[src/rtl/alu_panel_pkg.sv]
// ============================================================================
// Module   : alu_panel_pkg
// Brief    : Shared types, segment constants and helpers for the ALU front panel.
// Revision : 1.0
// ============================================================================
`default_nettype none

package alu_panel_pkg;

    typedef enum logic [1:0] {
        IDLE    = 2'd0,
        CAPTURE = 2'd1,
        CONVERT = 2'd2,
        COMMIT  = 2'd3
    } fsm_e;

    typedef enum logic [1:0] {
        CH_A = 2'd0,
        CH_B = 2'd1,
        CH_Z = 2'd2
    } ch_e;

    localparam logic [6:0] SEG_BLANK = 7'b1111111;
    localparam logic [6:0] SEG_ZERO  = 7'b1000000;

    // Active-low segments, bit order gfedcba.
    function automatic logic [6:0] bcd_to_seg(input logic [3:0] digit);
        logic [6:0] seg;
        case (digit)
            4'd0:    seg = 7'b1000000;
            4'd1:    seg = 7'b1111001;
            4'd2:    seg = 7'b0100100;
            4'd3:    seg = 7'b0110000;
            4'd4:    seg = 7'b0011001;
            4'd5:    seg = 7'b0010010;
            4'd6:    seg = 7'b0000010;
            4'd7:    seg = 7'b1111000;
            4'd8:    seg = 7'b0000000;
            4'd9:    seg = 7'b0010000;
            default: seg = SEG_BLANK;
        endcase
        return seg;
    endfunction

    function automatic logic [63:0] pow10(input int n);
        logic [63:0] r;
        r = 64'd1;
        for (int i = 0; i < n; i++) begin
            r = r * 64'd10;
        end
        return r;
    endfunction

endpackage

`default_nettype wire

[src/rtl/bcd_converter.sv]
// ============================================================================
// Module   : bcd_converter
// Brief    : Sequential shift-add-3 binary to BCD converter, one bit per cycle.
// Revision : 1.0
// ============================================================================
`default_nettype none

module bcd_converter #(
    parameter int W      = 6,
    parameter int DIGITS = 2
) (
    input  logic                clk_i,
    input  logic                rst_ni,
    input  logic                start_i,
    input  logic [W-1:0]        mag_i,
    output logic                done_o,
    output logic [4*DIGITS-1:0] bcd_o
);

    localparam int BW = 4 * DIGITS;
    localparam int CW = $clog2(W + 1);

    logic [W-1:0]  bin_q;
    logic [BW-1:0] bcd_q;
    logic [BW-1:0] bcd_adj;
    logic [CW-1:0] cnt_q;
    logic          run_q;

    always_comb begin
        bcd_adj = bcd_q;
        for (int d = 0; d < DIGITS; d++) begin
            if (bcd_q[4*d +: 4] >= 4'd5) begin
                bcd_adj[4*d +: 4] = bcd_q[4*d +: 4] + 4'd3;
            end
        end
    end

    always_ff @(posedge clk_i or negedge rst_ni) begin
        if (!rst_ni) begin
            bin_q <= '0;
            bcd_q <= '0;
            cnt_q <= '0;
            run_q <= 1'b0;
        end else if (start_i) begin
            bin_q <= mag_i;
            bcd_q <= '0;
            cnt_q <= CW'(W);
            run_q <= 1'b1;
        end else if (run_q) begin
            bin_q <= bin_q << 1;
            bcd_q <= BW'({bcd_adj, bin_q[W-1]});
            cnt_q <= cnt_q - CW'(1);
            if (cnt_q == CW'(1)) begin
                run_q <= 1'b0;
            end
        end
    end

    // Asserted during the final shift so the result is valid the next cycle.
    assign done_o = run_q && (cnt_q == CW'(1));
    assign bcd_o  = bcd_q;

endmodule

`default_nettype wire

[src/rtl/alu_operand_sequencer.sv]
// ============================================================================
// Module   : alu_operand_sequencer
// Brief    : Debounced press sequencer capturing A, B, Z into sign+decimal displays.
//            Optional macro LEADING_ZERO_BLANK_EN blanks leading zero digits.
// Revision : 1.0
// ============================================================================
`default_nettype none

module alu_operand_sequencer
    import alu_panel_pkg::*;
#(
    parameter int W          = 6,
    parameter int DIGITS     = 2,
    parameter int DEB_CYCLES = 16
) (
    input  logic                iclk,
    input  logic                rst,
    input  logic                set,
    input  logic [W-1:0]        a,
    input  logic [W-1:0]        b,
    input  logic [W-1:0]        z,
    input  logic                oFin,
    output logic [7*DIGITS-1:0] aSeg,
    output logic [7*DIGITS-1:0] bSeg,
    output logic [7*DIGITS-1:0] zSeg,
    output logic                aNeg,
    output logic                bNeg,
    output logic                zNeg,
    output logic                oFout,
    output logic [1:0]          stage,
    output logic                busy
);

    localparam int SW = 7 * DIGITS;
    localparam int BW = 4 * DIGITS;
    localparam int CW = $clog2(DEB_CYCLES + 1);

    if (W < 2 || DEB_CYCLES < 1 || pow10(DIGITS) <= (64'd1 << (W - 1))) begin : g_param_check
        $error("alu_operand_sequencer: illegal W/DIGITS/DEB_CYCLES combination");
    end

    function automatic logic [SW-1:0] seg_of(input logic [BW-1:0] bcd);
        logic [SW-1:0] seg;
`ifdef LEADING_ZERO_BLANK_EN
        logic          lead;
        lead = 1'b1;
`endif
        seg = '0;
        for (int d = DIGITS - 1; d >= 0; d--) begin
            seg[7*d +: 7] = bcd_to_seg(bcd[4*d +: 4]);
`ifdef LEADING_ZERO_BLANK_EN
            if (lead && (d != 0) && (bcd[4*d +: 4] == 4'd0)) begin
                seg[7*d +: 7] = SEG_BLANK;
            end else begin
                lead = 1'b0;
            end
`endif
        end
        return seg;
    endfunction

    localparam logic [SW-1:0] c_SEG_RESET = seg_of('0);

    logic [1:0]    sync_q;
    logic [CW-1:0] deb_cnt_q, deb_cnt_d;
    logic          press_q, press_d;
    logic          set_low;

    fsm_e          state_q, state_d;
    ch_e           stage_q;
    logic          sign_q, ovf_in_q, busy_q;
    logic [SW-1:0] a_seg_q, b_seg_q, z_seg_q;
    logic          a_neg_q, b_neg_q, z_neg_q, ovf_q;

    logic          conv_start, conv_done;
    logic [BW-1:0] bcd;
    logic [W-1:0]  sel_val, sel_mag;
    logic [SW-1:0] commit_seg;

    assign set_low = ~sync_q[1];

    // Counter saturates at DEB_CYCLES so a held button yields a single pulse.
    always_comb begin
        deb_cnt_d = '0;
        press_d   = 1'b0;
        if (set_low) begin
            deb_cnt_d = (deb_cnt_q == CW'(DEB_CYCLES)) ? deb_cnt_q : deb_cnt_q + CW'(1);
            press_d   = (deb_cnt_q == CW'(DEB_CYCLES - 1));
        end
    end

    always_ff @(posedge iclk or negedge rst) begin
        if (!rst) begin
            sync_q    <= 2'b11;
            deb_cnt_q <= '0;
            press_q   <= 1'b0;
        end else begin
            sync_q    <= {sync_q[0], set};
            deb_cnt_q <= deb_cnt_d;
            press_q   <= press_d;
        end
    end

    always_ff @(posedge iclk or negedge rst) begin
        if (!rst) begin
            state_q <= IDLE;
        end else begin
            state_q <= state_d;
        end
    end

    always_comb begin
        state_d    = state_q;
        conv_start = 1'b0;
        case (state_q)
            IDLE:    if (press_q) state_d = CAPTURE;
            CAPTURE: begin
                conv_start = 1'b1;
                state_d    = CONVERT;
            end
            CONVERT: if (conv_done) state_d = COMMIT;
            COMMIT:  state_d = IDLE;
            default: state_d = IDLE;
        endcase
    end

    always_comb begin
        case (stage_q)
            CH_A:    sel_val = a;
            CH_B:    sel_val = b;
            default: sel_val = z;
        endcase
        // -2**(W-1) negates to itself, which reads correctly as an unsigned magnitude.
        sel_mag    = sel_val[W-1] ? (~sel_val + W'(1)) : sel_val;
        commit_seg = seg_of(bcd);
    end

    bcd_converter #(
        .W      (W),
        .DIGITS (DIGITS)
    ) u_bcd_converter (
        .clk_i   (iclk),
        .rst_ni  (rst),
        .start_i (conv_start),
        .mag_i   (sel_mag),
        .done_o  (conv_done),
        .bcd_o   (bcd)
    );

    always_ff @(posedge iclk or negedge rst) begin
        if (!rst) begin
            stage_q  <= CH_A;
            sign_q   <= 1'b0;
            ovf_in_q <= 1'b0;
            busy_q   <= 1'b0;
            a_seg_q  <= c_SEG_RESET;
            b_seg_q  <= c_SEG_RESET;
            z_seg_q  <= c_SEG_RESET;
            a_neg_q  <= 1'b0;
            b_neg_q  <= 1'b0;
            z_neg_q  <= 1'b0;
            ovf_q    <= 1'b0;
        end else begin
            if (state_q == CAPTURE) begin
                sign_q   <= sel_val[W-1];
                ovf_in_q <= oFin;
                busy_q   <= 1'b1;
            end
            if (state_q == COMMIT) begin
                busy_q <= 1'b0;
                case (stage_q)
                    CH_A: begin
                        a_seg_q <= commit_seg;
                        a_neg_q <= sign_q;
                        stage_q <= CH_B;
                    end
                    CH_B: begin
                        b_seg_q <= commit_seg;
                        b_neg_q <= sign_q;
                        stage_q <= CH_Z;
                    end
                    CH_Z: begin
                        z_seg_q <= commit_seg;
                        z_neg_q <= sign_q;
                        ovf_q   <= ovf_in_q;
                        stage_q <= CH_A;
                    end
                    default: stage_q <= CH_A;
                endcase
            end
        end
    end

    assign aSeg  = a_seg_q;
    assign bSeg  = b_seg_q;
    assign zSeg  = z_seg_q;
    assign aNeg  = a_neg_q;
    assign bNeg  = b_neg_q;
    assign zNeg  = z_neg_q;
    assign oFout = ovf_q;
    assign stage = stage_q;
    assign busy  = busy_q;

endmodule

`default_nettype wire
[config.mk]
export PLATFORM = sky130hd
export DESIGN_NAME = alu_operand_sequencer
export DESIGN_NICKNAME = d
export VERILOG_FILES = /design/src/rtl/alu_panel_pkg.sv /design/src/rtl/bcd_converter.sv /design/src/rtl/alu_operand_sequencer.sv
export SDC_FILE = /design/constraint.sdc
export NUM_CORES = 1
export LEC_CHECK = 0
export ABC_AREA = 1
export CORE_MARGIN = 2
export CORE_UTILIZATION = 30
export DETAILED_ROUTE_END_ITERATION = 7
export REMOVE_ABC_BUFFERS = 1
export SYNTH_ARGS = -nofsm -noshare
export SYNTH_HDL_FRONTEND = slang
export SYNTH_SLANG_ARGS = --single-unit
[constraint.sdc]
create_clock -name iclk -period 2.7 [get_ports iclk]
set_input_delay 0.27 -clock iclk [delete_from_list [all_inputs] [get_ports iclk]]
set_output_delay 0.27 -clock iclk [all_outputs]
set_load 0.1 [all_outputs]
==> run_results.csv, run 1 <==
group,metric,value,unit
run_status,status,"complete, no violations",
yosys,yosys.area.top_type_share,46.3,%
yosys,yosysWarnings,0,
setup_path,start_kind,"flop",
global_route,use_met2,23.1,%
global_route,gr-usage-met1,17.4,%
yosys,synthAdderAreaFrac,6.84,%
setup_path,critPathSlowestCell,"ha_1",
timing,rsz0062_at_grt,"false",
drt,drtIter0Drc,223,
placement,gp_congestion,0.800,
yosys,ys_sh_simple,19.8,%
drt,dr_wl_met3,397,µm
timing,min_period,1.91,ns
setup_path,crit_path_end_kind,"flop",
cells_and_area,syn_to_final_growth,26.0,%
timing,finalHoldViolations,0,
cells_and_area,logic_area,1560,µm²
timing,skew,0.00582,ns
worst_hold_path,hp-class,"in2async",
cells_and_area,clock_buffers,11,
global_route,grt_pass1_vias,3199,
drt,drtPass1Iterations,4,
setup_path,critical_path_buf_inv_count,2,
yosys,synth.most_common_cell,"nand2_1",
yosys,xor_area_share,0.456,%
timing,finalCritPeriodShare,70.9,%
yosys,synthDistinctLibCells,32,
yosys,synth_seq_share,51.7,%
yosys,topCombFamilyByArea,"simple AND/OR/NAND/NOR gates",
yosys,ys_sh_mux,0,%
placement,port_buffers,70,
cells_and_area,layout_top_cell,"nand2_1",
clock_tree,cts_tree,"built",
clock_tree,clockRootBuffer,"clkbuf_16",
cells_and_area,signal_buffers,73,
cells_and_area,flops,79,
yosys,yosysTopAreaCell,"dfrtp_1",
yosys,compound_area_share,13.4,%
timing,hold_slack,0.0616,ns
timing,relSlewSlack,33.7,%
timing,report.final.slew_viol_count,0,
yosys,ys_top_cells_by_count,"119 x nand2_1, 71 x dfrtp_1, 52 x inv_1",
clock_tree,htree_num_levels,3,
floorplan,io_pins,71,
global_route,antenna_found_initial,0,
timing,setup_viol,0,
global_route,grt_busiest_layer,"met2",
yosys,ff_type,"dfrtp_1",
drt,wire_per_inst,12.6,µm
yosys,syn_inst,443,
timing,setup_tns,0,ns
cells_and_area,inverters_excl_clock,56,
yosys,ys_chip_area,3840,µm²
floorplan,dieWidth,117,µm
clock_tree,cts_buffers,9,
setup_path,critPathTopFamily,"buffers and inverters",
floorplan,die_h,117,µm
clock_tree,clk_pin_slew,0.06,ns
clock_tree,postCtsSetupRepairBufs,0,
setup_path,cp.depth,6,
yosys,async_flop_share,100,%
yosys,edf_count,0,
cells_and_area,seq_area,1990,µm²
setup_path,critPathMaxFanout,13,
yosys,avgSynthCellArea,8.67,µm²
drt,wl_met1,4030,µm
global_route,grt_usage,13.8,%
setup_path,r2r_setup_slack,0.79,ns
setup_path,r2r-start,"state_q[1]$_DFFE_PN0P_",
drt,vias_per_cell,4.50,
drt,ant_nets,0,
cells_and_area,drive_gt1_share,17.1,%
job,drv_cap,0,
global_route,gr-total-overflow,0,
setup_path,cp_cell_sequence,"inv_1, ha_1, nor2_1, inv_1, o22ai_1, o21bai_1",
global_route,grt_max_degree,80,
setup_path,cpMostUsedCell,"inv_1",
yosys,yosys-stat-cells,443,
job,warnings,38,
cells_and_area,clock_area_share,5.53,%
drt,top_layer,"met4",
clock_tree,cts_resized,0,
cells_and_area,nets,557,
setup_path,worstSetupPathType,"reg2reg",
drt,wl_met2,4190,µm
yosys,ys.flops,79,
yosys,area_leaders,"dfrtp_1 46%, nand2_1 12%, ha_1 6.8%",
clock_tree,clockBufferDepth,2,
cells_and_area,bufAreaShareNonClock,12.4,%
placement,dp_hpwl,6410,µm
setup_path,critical_path_required,2.92,ns
cells_and_area,nFillCells,1256,
cells_and_area,antenna_cells,0,
floorplan,die-area,13700,µm²
timing,max_freq,523,MHz
cells_and_area,lay_top_cells,"119 x nand2_1, 71 x dfrtp_1, 53 x buf_4, 52 x inv_1, 45 x o21ai_0",
clock_tree,cts_hold_buf,0,
setup_path,cp_data_arrival_time,2.13,ns
[run 1: per-stage QoR]
stage | setup WS (ns) | utilization [%] | area (µm²) | instances
3_3_place_gp | 0.815 | 36.4 | 4570 | 675
2_1_floorplan | 0.364 | - | 3760 | 430
3_5_place_dp | 0.797 | 36.4 | 4570 | 675
4_1_cts | 0.784 | 38.5 | 4840 | 691
5_1_grt | 0.607 | 38.5 | 4840 | 691
6_report | 0.786 | 38.5 | 4840 | 691
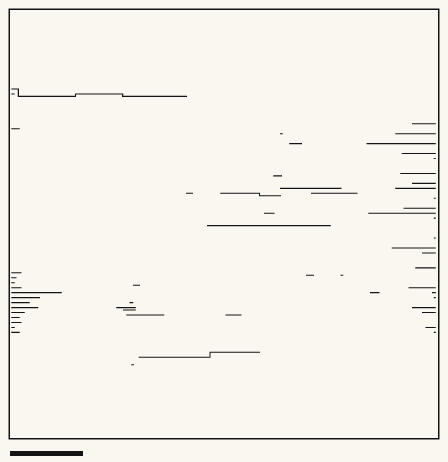
Figure 1: run 1, M3 wires.
The bar under the picture is 20 µm long.
longest straight run: 33.6 µm
wire length on this layer: 397 µm
main direction: horizontal
share of all routed wire: 4.6%
nets with wire on the layer: 51
DR vias: 3110
met3 GRT Util: 3.55%
drt total wl: 8730 µm

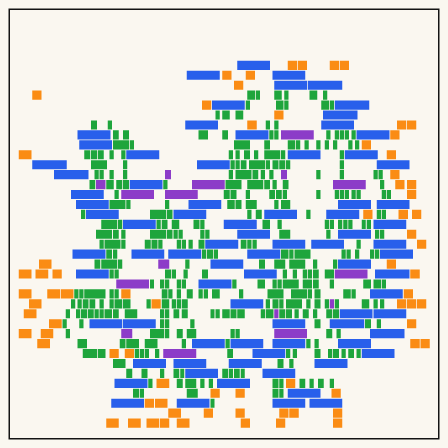
Figure 2: run 1, cells colored by class.
[orange] other buffers and delay cells | cells: 73
[green] combinational and other logic | cells: 351
[purple] clock drivers and dummy loads | cells: 16
[blue] flops | cells: 79
# rows: 41
core area: 12600 µm²

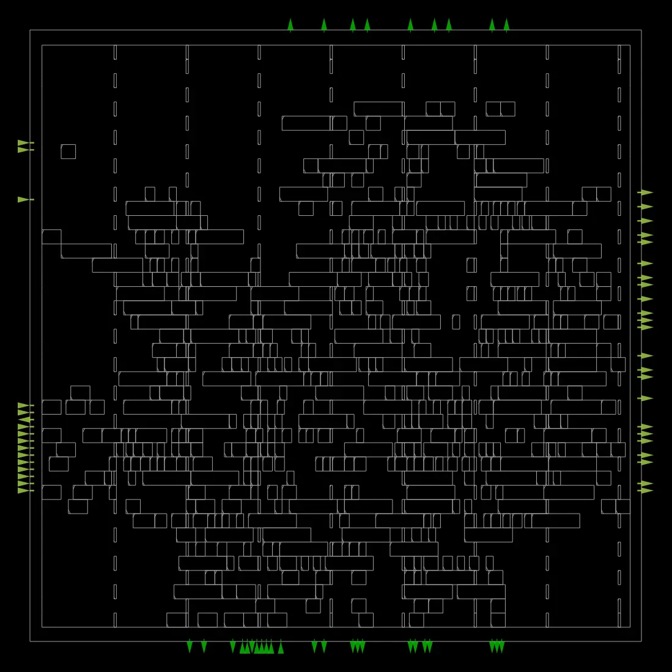
Figure 3: run 1, placement view.
final core utilization: 38.5%
n_taps: 172
Seq/total area: 41.1%

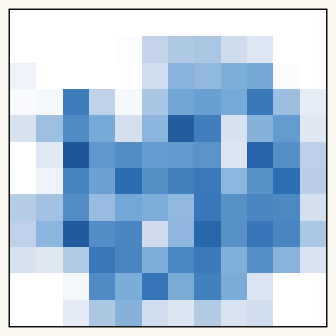
Figure 4: run 1, placement density heat map.
12 x 12 tiles, from white (low) to dark blue (high), 0 to 100% covered.
tiles over 75% full: 4.2%
densest ninth of the die: middle
mean over tiles: 34%
Pre-Place Util: 30.6%

Figure 5. Register map, names as in the netlist (run 1).
The bar under the picture is 20 µm long.
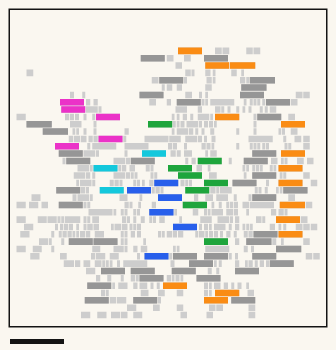

==> inputs of run 2 (changes only) <==
clock period = 1.6 ns   (was 2.7 ns; I/O delays follow)
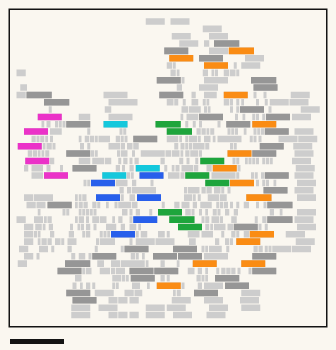
Figure 6: run 2, register map, names as in the netlist.
The bar under the picture is 20 µm long.
[orange] aSeg | sequential cells: 14
[magenta] deb_cnt_q | sequential cells: 5 | where: left middle
[green] u_bcd_converter.bcd_o | sequential cells: 8 | where: middle
[cyan] u_bcd_converter.cnt_q | sequential cells: 3
[blue] u_bcd_converter.bin_q | sequential cells: 6 | where: middle
not colored: 43
final core utilization: 45.0%
Reg area: 1990 µm²

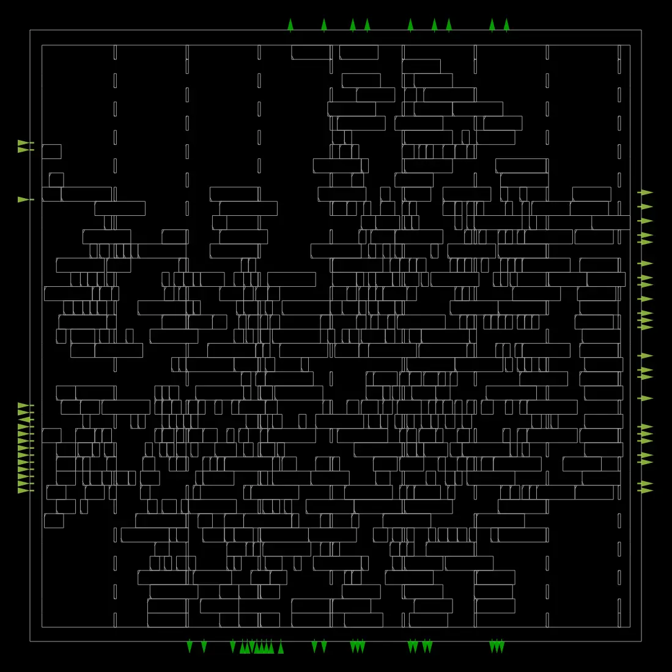
Figure 7: run 2, placement view.
# fillers: 1199
Cell Count, Final, Fillers Out: 705
Seq/total area: 35.2%
number of sequential cells: 79

==> run 2 against run 1 <==
  * Via count grew 4.8%
  * Non-clock buffer count grew 14
  * Die area stayed put
  * Hold slack gained 0.17 ns
  * Final cell count up 2.0%
  * Sequential share of layout area down 5.9 points
  * Cell area increased by 17%
==> run_results.csv, run 2 <==
group,metric,value,unit
floorplan,rows,41,
drt,wire_per_inst,12.9,µm
setup_path,critical_path_buf_inv_count,1,
drt,vias_per_cell,4.62,
placement,dp_hpwl,6750,µm
cells_and_area,signal_buffers,87,
clock_tree,cts_resized,2,
yosys,yosys-stat-cells,443,
drt,drtIter0Drc,200,
setup_path,critPathMaxFanout,6,
cells_and_area,logic_area,1570,µm²
timing,setup_viol,0,
yosys,ys.flops,79,
timing,hold_slack,0.232,ns
yosys,ys_sh_mux,0,%
placement,dpl.cell_count,688,
setup_path,crit_path_end_kind,"flop",
placement,port_buffers,70,
placement,dpl_cell_area,5320,µm²
floorplan,core_area,12600,µm²
timing,min_period,1.48,ns
clock_tree,postCtsSetupRepairBufs,0,
clock_tree,cts_tree,"built",
cells_and_area,layout_top_cell,"nand2_1",
clock_tree,cts_buffers,9,
yosys,ys_sh_simple,19.8,%
yosys,synthAdderAreaFrac,6.84,%
floorplan,tap_cells,172,
worst_hold_path,hp-class,"in2reg",
timing,max_freq,677,MHz
yosys,ff_type,"dfrtp_1",
timing,report.final.slew_viol_count,0,
yosys,ys_top_cells_by_count,"119 x nand2_1, 71 x dfrtp_1, 52 x inv_1",
yosys,async_flop_share,100,%
floorplan,fp_util,30.6,%
cells_and_area,drive_gt1_share,21.6,%
setup_path,worstSetupPathType,"reg2reg",
cells_and_area,nets,571,
setup_path,cp.depth,7,
setup_path,start_kind,"flop",
drt,wirelength,9130,µm
drt,drtPass1Iterations,4,
global_route,grt_max_degree,34,
setup_path,cpMostUsedCell,"o21ai_0",
floorplan,dieWidth,117,µm
yosys,edf_count,0,
setup_path,cp_data_arrival_time,1.69,ns
timing,finalCritPeriodShare,92.3,%
placement,gp_congestion,0.849,
floorplan,die-area,13700,µm²
cells_and_area,final_area,5660,µm²
yosys,syn_inst,443,
floorplan,die_h,117,µm
global_route,grt_usage,14.6,%
yosys,yosysWarnings,0,
cells_and_area,clock_area_share,5.51,%
clock_tree,clockRootBuffer,"clkbuf_16",
setup_path,critical_path_required,1.81,ns
setup_path,critPathSlowestCell,"dfrtp_2",
cells_and_area,inverters_excl_clock,56,
run_status,status,"complete, no violations",
yosys,synth_seq_share,51.7,%
global_route,gr-total-overflow,0,
floorplan,io_pins,71,
yosys,synth.most_common_cell,"nand2_1",
setup_path,critPathTopFamily,"AND-OR/OR-AND gates",
timing,setup_tns,0,ns
clock_tree,clockBufferDepth,2,
clock_tree,htree_num_levels,3,
drt,vias,3260,
cells_and_area,syn_to_final_growth,47.3,%
yosys,xor_area_share,0.456,%
yosys,yosysTopAreaCell,"dfrtp_1",
job,drv_cap,0,
cells_and_area,antenna_cells,0,
job,warnings,38,
clock_tree,clk_pin_slew,0.06,ns
timing,finalHoldViolations,0,
timing,setup_ws,0.124,ns
[run 2: cell counts after synthesis]
No cell type changed its count.
[run 2: metal layers]
metal | global-route usage (%) | up-vias | share of wire [%]
met5 | 0 | - | 0
met4 | 4.39 | 0 | 1.3
met3 | 3.09 | 10 | 3.9
met2 | 24.6 | 67 | 49
met1 | 18.8 | 1574 | 46
li1 | - | 1609 | -
[run 2: worst reg2reg max path, delay by kind of cell, from the launching register on]
family / cells / cell delay, ns
compound gates: 4 / 0.49
flops: 1 / 0.44
fa+ha+maj: 1 / 0.20
buf+inv: 1 / 0.11
simple gates: 1 / 0.10
==> inputs of run 3 (changes only) <==
CTS_CLUSTER_SIZE = 20   (was unset)
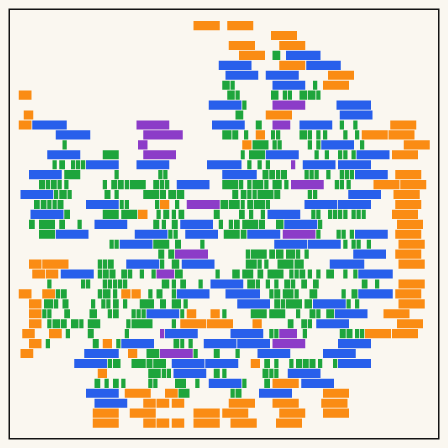
Figure 8: run 3, cells colored by class.
[green] combinational and other logic | cells: 351
[orange] other buffers and delay cells | cells: 87
[purple] clock drivers and dummy loads | cells: 16
[blue] flops | cells: 79
design area: 5660 µm²

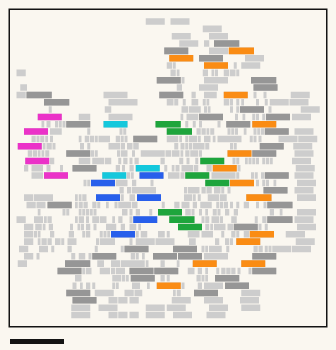
Figure 9: run 3, register map, names as in the netlist.
The bar under the picture is 20 µm long.
[green] u_bcd_converter.bcd_o | sequential cells: 8 | where: middle
[orange] aSeg | sequential cells: 14
[cyan] u_bcd_converter.cnt_q | sequential cells: 3
[magenta] deb_cnt_q | sequential cells: 5 | where: left middle
[blue] u_bcd_converter.bin_q | sequential cells: 6 | where: middle
not colored: 43

==> run 3 against run 2 <==
  * Synthesized area unchanged
  * Global-route usage did not move
  * Critical path depth unchanged
  * Core utilization did not move
  * Fmax unchanged
  * Register-to-register slack hardly changed
  * Non-clock buffer count stayed put
==> run_results.csv, run 3 <==
group,metric,value,unit
drt,post-route-drc-count,0,
timing,setup_ws,0.124,ns
setup_path,r2r-start,"u_bcd_converter.bcd_o[1]$_DFFE_PN0P_",
drt,wirelength,9130,µm
yosys,ys_top_cells_by_count,"119 x nand2_1, 71 x dfrtp_1, 52 x inv_1",
cells_and_area,comb_share,27.8,%
cells_and_area,nets,571,
yosys,yosysWarnings,0,
floorplan,fp_util,30.6,%
setup_path,r2r_setup_slack,0.12,ns
floorplan,core_area,12600,µm²
cells_and_area,stdcell_count,705,
yosys,avgSynthCellArea,8.67,µm²
drt,vias,3260,
placement,port_buffers,70,
yosys,ff_type,"dfrtp_1",
drt,drtPass1Iterations,4,
global_route,use_met3,3.09,%
placement,place_ws,-0.143,ns
placement,dp_hpwl,6750,µm
clock_tree,cts_buffers,9,
worst_hold_path,hp-class,"in2reg",
timing,relSlewSlack,69.8,%
cells_and_area,inverters_excl_clock,56,
setup_path,cp-endpoint,"u_bcd_converter.bcd_o[2]$_DFFE_PN0P_",
global_route,grt_max_degree,34,
cells_and_area,bufAreaShareNonClock,24.0,%
clock_tree,clockBufferDepth,2,
timing,setup_viol,0,
cells_and_area,comb_cells,295,
global_route,use_met2,24.6,%
cells_and_area,nFillCells,1199,
global_route,gr-usage-met1,18.8,%
drt,wire_per_inst,12.9,µm
clock_tree,cts_tree,"built",
cells_and_area,syn_to_final_growth,47.3,%
yosys,synthDistinctLibCells,32,
cells_and_area,flops,79,
timing,report.final.slew_viol_count,0,
setup_path,startpoint,"u_bcd_converter.bcd_o[1]$_DFFE_PN0P_",
cells_and_area,seq_area,1990,µm²
setup_path,cp_data_arrival_time,1.69,ns
floorplan,die_h,117,µm
yosys,synth_seq_share,51.7,%
yosys,edf_count,0,
cells_and_area,layout_top_cell,"nand2_1",
yosys,ys_chip_area,3840,µm²
clock_tree,cts.sink_count,79,
yosys,yosysTopAreaCell,"dfrtp_1",
global_route,grt_usage,14.6,%
clock_tree,clk_pin_slew,0.06,ns
cells_and_area,post-route-util,45.0,%
global_route,gr-total-overflow,0,
yosys,yosys.area.top_type_share,46.3,%
cells_and_area,seq_share,35.2,%
global_route,antenna_found_initial,0,
job,warnings,38,
floorplan,io_pins,71,
timing,worst_pin_slew,0.453,ns
timing,hold_slack,0.232,ns
placement,gp_congestion,0.849,
cells_and_area,signal_buffers,87,
cells_and_area,largest_class,"registers",
floorplan,rows,41,
yosys,area_leaders,"dfrtp_1 46%, nand2_1 12%, ha_1 6.8%",
cells_and_area,clock_area_share,5.51,%
setup_path,critPathMaxFanout,6,
cells_and_area,clock_buffers,14,
yosys,netlist_area,3840,µm²
run_status,status,"complete, no violations",
worst_hold_path,hp-start,"set",
floorplan,tap_cells,172,
cells_and_area,antenna_cells,0,
clock_tree,htree_num_levels,3,
clock_tree,postCtsSetupRepairBufs,0,
worst_hold_path,whs_endpoint,"sync_q[0]$_DFF_PN1_",
clock_tree,insertion_delay,0.33,ns
setup_path,critical_path_required,1.81,ns
yosys,syn_inst,443,
drt,ant_nets,0,
drt,vias_per_cell,4.62,
yosys,ys.flops,79,
timing,min_period,1.48,ns
placement,dpl.cell_count,688,
setup_path,worstSetupPathType,"reg2reg",
global_route,grt_busiest_layer,"met2",
yosys,yosys-stat-cells,443,
worst_hold_path,min_path_cells,1,
job,drv_cap,0,
clock_tree,clockRootBuffer,"clkbuf_16",
setup_path,crit_path_end_kind,"flop",
cells_and_area,logic_area,1570,µm²
timing,skew,0.00547,ns
yosys,async_flop_share,100,%
global_route,grt_pass1_vias,3280,
timing,max_freq,677,MHz
floorplan,die-area,13700,µm²
floorplan,dieWidth,117,µm
cells_and_area,drive_gt1_share,21.6,%
clock_tree,cts_resized,2,
setup_path,start_kind,"flop",
timing,setup_tns,0,ns
timing,rsz0062_at_grt,"false",
timing,finalCritPeriodShare,92.3,%
setup_path,timing.rr.end,"u_bcd_converter.bcd_o[2]$_DFFE_PN0P_",
global_route,grt_pass1_wl,15600,µm
setup_path,rr_worst_depth,7,
yosys,synth.most_common_cell,"nand2_1",
cells_and_area,lay_top_cells,"118 x nand2_1, 67 x dfrtp_1, 52 x buf_12, 47 x inv_1, 40 x o21ai_0",
timing,finalHoldViolations,0,
drt,drtIter0Drc,200,
clock_tree,cts_hold_buf,1,
placement,dpl_cell_area,5320,µm²
-- run 3: cell counts after synthesis --
No cell type changed its count.
-- run 3: logic make-up after synthesis --
| kind of cell | Yosys count | synth area share, % |
|---|---|---|
| simple gates | 179 | 19.8 |
| xor+xnor | 2 | 0.456 |
| compound gates | 93 | 13.4 |
| fa+ha+maj | 21 | 6.84 |
| flops | 79 | 51.7 |
| buf+inv | 69 | 7.72 |
-- run 3: per-layer routing --
metal | wire [µm] | vias up
li1 | - | 1609
met1 | 4210 | 1574
met2 | 4450 | 67
met3 | 356 | 10
met4 | 115 | 0
met5 | 0 | -
-- run 3: worst max-delay path: stages, from the launching register on --
cell	delay, ns
dfrtp_2	0.44
inv_2	0.11
ha_1	0.20
nand2_1	0.10
o21ai_2	0.20
a21oi_1	0.10
o21ai_0	0.08
o21ai_0	0.11
